==> config.mk <==
export PLATFORM = sky130hd
export DESIGN_NAME = apb_bank_arbiter_flat
export DESIGN_NICKNAME = d
export VERILOG_FILES = /design/src/rtl/apb_bank_arbiter_if.sv /design/src/rtl/apb_bank_arbiter.sv /design/src/flat_wrapper.sv
export SDC_FILE = /design/constraint.sdc
export NUM_CORES = 1
export LEC_CHECK = 0
export CORE_MARGIN = 2
export CORE_UTILIZATION = 40
export CTS_CLUSTER_DIAMETER = 50
export DETAILED_ROUTE_END_ITERATION = 8
export MAX_ROUTING_LAYER = met4
export PLACE_DENSITY_LB_ADDON = 0.3
export SYNTH_ARGS = -nofsm -noshare
export SYNTH_HDL_FRONTEND = slang
export SYNTH_SLANG_ARGS = --single-unit
==> constraint.sdc <==
create_clock -name pclk -period 2.3 [get_ports pclk]
set_input_delay 0.345 -clock pclk [delete_from_list [all_inputs] [get_ports pclk]]
set_output_delay 0.345 -clock pclk [all_outputs]
set_load 0.01 [all_outputs]
Run 1, clock distribution:
(6 px per um)
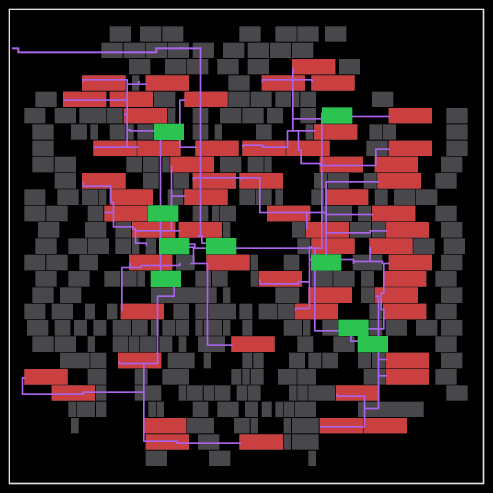
Red is flip-flops, count 58. Green is clock-net drivers, count 9. Purple is clock wires, length 636 um.
There are 10 routed clock nets.
clk pwr: 0.00104 W
Final Skew: 0.006920 ns

Run 1, wires at chosen ports, followed through buffers:
(6 px per um)
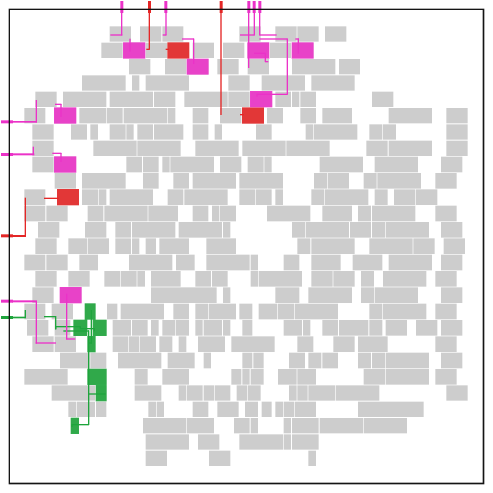
Magenta is `bus_m0_wdata`, bits 8, direction input, edge 5 top, 3 left, end cells 8, buffers 8, wire 107 um. Red is `bus_m1_addr`, bits 3, direction input, edge 2 top, 1 left, end cells 3, buffers 3, wire 35.5 um. Green is `bus_m1_req`, bits 1, direction input, edge left, end cells 7, buffers 2, wire 46.1 um.
IO Port Bufs: 76
IO Count: 77

Run 1, placed cells, one colour a class:
(4 px per um)
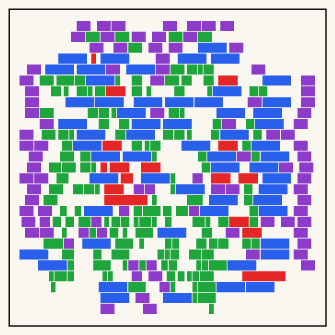
Purple is remaining buffers and delay cells, cells 90. Blue is registers, cells 58. Green is remaining logic cells, cells 146. Red is clock drivers and dummy loads, cells 16.
# rows: 27
Seq area share: 0.3469
core area: 0.005439 sq mm

==> Changelog: implementation, run 1 <==
### Physical design

- Gr usage total: 0.1695
- Total Power: 0.003687 W
- Non-clock buffer share: 0.2587
- Biggest Area Class: sequential cells
- Adder Area Share: 0.04472
- Initial antenna violation count: 0
- RSZ-0062 raised after global routing: false
- Post-CTS setup buffers: 0
- CTS H-tree depth: 3
- Fin nets: 354
- DR iter-0 viols: 91
- Clock power frac: 0.282
- Clkbuf count: 12
- Comb group: 0.00135 W
- R2r setup slk: 0.13 ns
- Worst Hold Class: register to register
- Root buf cell: clkbuf_8
- Status: finished, final reports clean
- Int Power: 0.002513 W
- Post-synth EDFFs: 0
- Setup ws final: 0.1306 ns
- Number of well taps: 72
- Main power group: combinational cells
- Floorplan utilization: 0.4115
- Cts bufs inserted: 9
- Synth unique cells: 37
- Logic gate fraction of the total cell area: 0.2935
==> run 2: changes to the inputs <==
--- a/config.mk
+++ b/config.mk
@@ -5,6 +5,7 @@
 export SDC_FILE = /design/constraint.sdc
 export NUM_CORES = 1
 export LEC_CHECK = 0
+export CORE_ASPECT_RATIO = 1.2
 export CORE_MARGIN = 2
 export CORE_UTILIZATION = 40
 export CTS_CLUSTER_DIAMETER = 50
==> run 2 against run 1 <==
  * Non-clock buffer count up 1
  * Clock power down 9%
  * First-iteration DRC count down 22%
  * Count of clock-buffer cells in the layout down 2
  * Register-to-register slack better by 0.03 ns
  * Final cell count down 2.4%
  * Critical path depth down 1
  * Hold slack worse by 0.0071 ns
  * Critical endpoint is now u_core.bus.b_pwdata[6]
  * Largest power group unchanged
==> Changelog: implementation, run 2 <==
### Physical design

- Status: finished, final reports clean
- Number of global-route vias before repair: 1765
- Adder Area Share: 0.04472 (unchanged)
- Seq area share: 0.3486 (+0.001695)
- DR iter-0 viols: 71 (-22%)
- Biggest Area Class: sequential cells
- Commonest cells in the netlist: dfxtp_1, a211oi_1, nor2_1
- Core area: 0.005334 sq mm (-1.9%)
- Synth unique cells: 37 (unchanged)
- Floorplan utilization: 0.4197 (+0.008109)
- Root buf cell: clkbuf_8
- Cts bufs inserted: 9 (unchanged)
- Sum Neg Setup Slack: 0 ns
- Logic area: 983.4 sq um
- Clkbuf count: 10 (-2)
- Total Power: 0.003605 W (-2.2%)
- Dpl cells: 357
- Routed wl met2: 2217 um
- Non-clock buffer share: 0.2660 (+0.007274)
- Worst Hold Class: register to register
- Fin nets: 355 (+0.28%)
- Syn avg cell area: 10.27 sq um
- Fin. Hold Viols: 0
- Setup ws final: 0.1632 ns (+0.03267 ns)
- # rows: 29 (+7.4%)
- Synth area leader: dfxtp_1
- IO Count: 77 (unchanged)
- Clock power frac: 0.261 (-0.021)
- Initial antenna violation count: 0 (unchanged)
- Clk pwr: 0.000942 W (-9%)
- Post-synth EDFFs: 0 (unchanged)
- Main area contributors: dfxtp_1, a211oi_1, mux2i_1, and3_1, ha_1
- Met1 Routed Length: 2103 um
- CTS H-tree depth: 3 (unchanged)
- Main power group: combinational cells
- FILL cells: 474
- Gr usage total: 0.1709 (+0.001385)
- IO Port Bufs: 76 (unchanged)
- R2r setup slk: 0.16 ns (+0.03 ns)
- Final Skew: 0.008166 ns (+0.001246 ns)
- Int Power: 0.002387 W (-5.0%)
Run 2, placed cells, one colour a class:
(3 px per um)
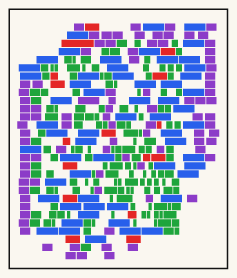
Purple is remaining buffers and delay cells, cells 91. Green is remaining logic cells, cells 146. Red is clock drivers and dummy loads, cells 16. Blue is registers, cells 58.
Final Util: 0.6244
final instance area: 0.003331 sq mm

Power and IR drop assume default switching activity.
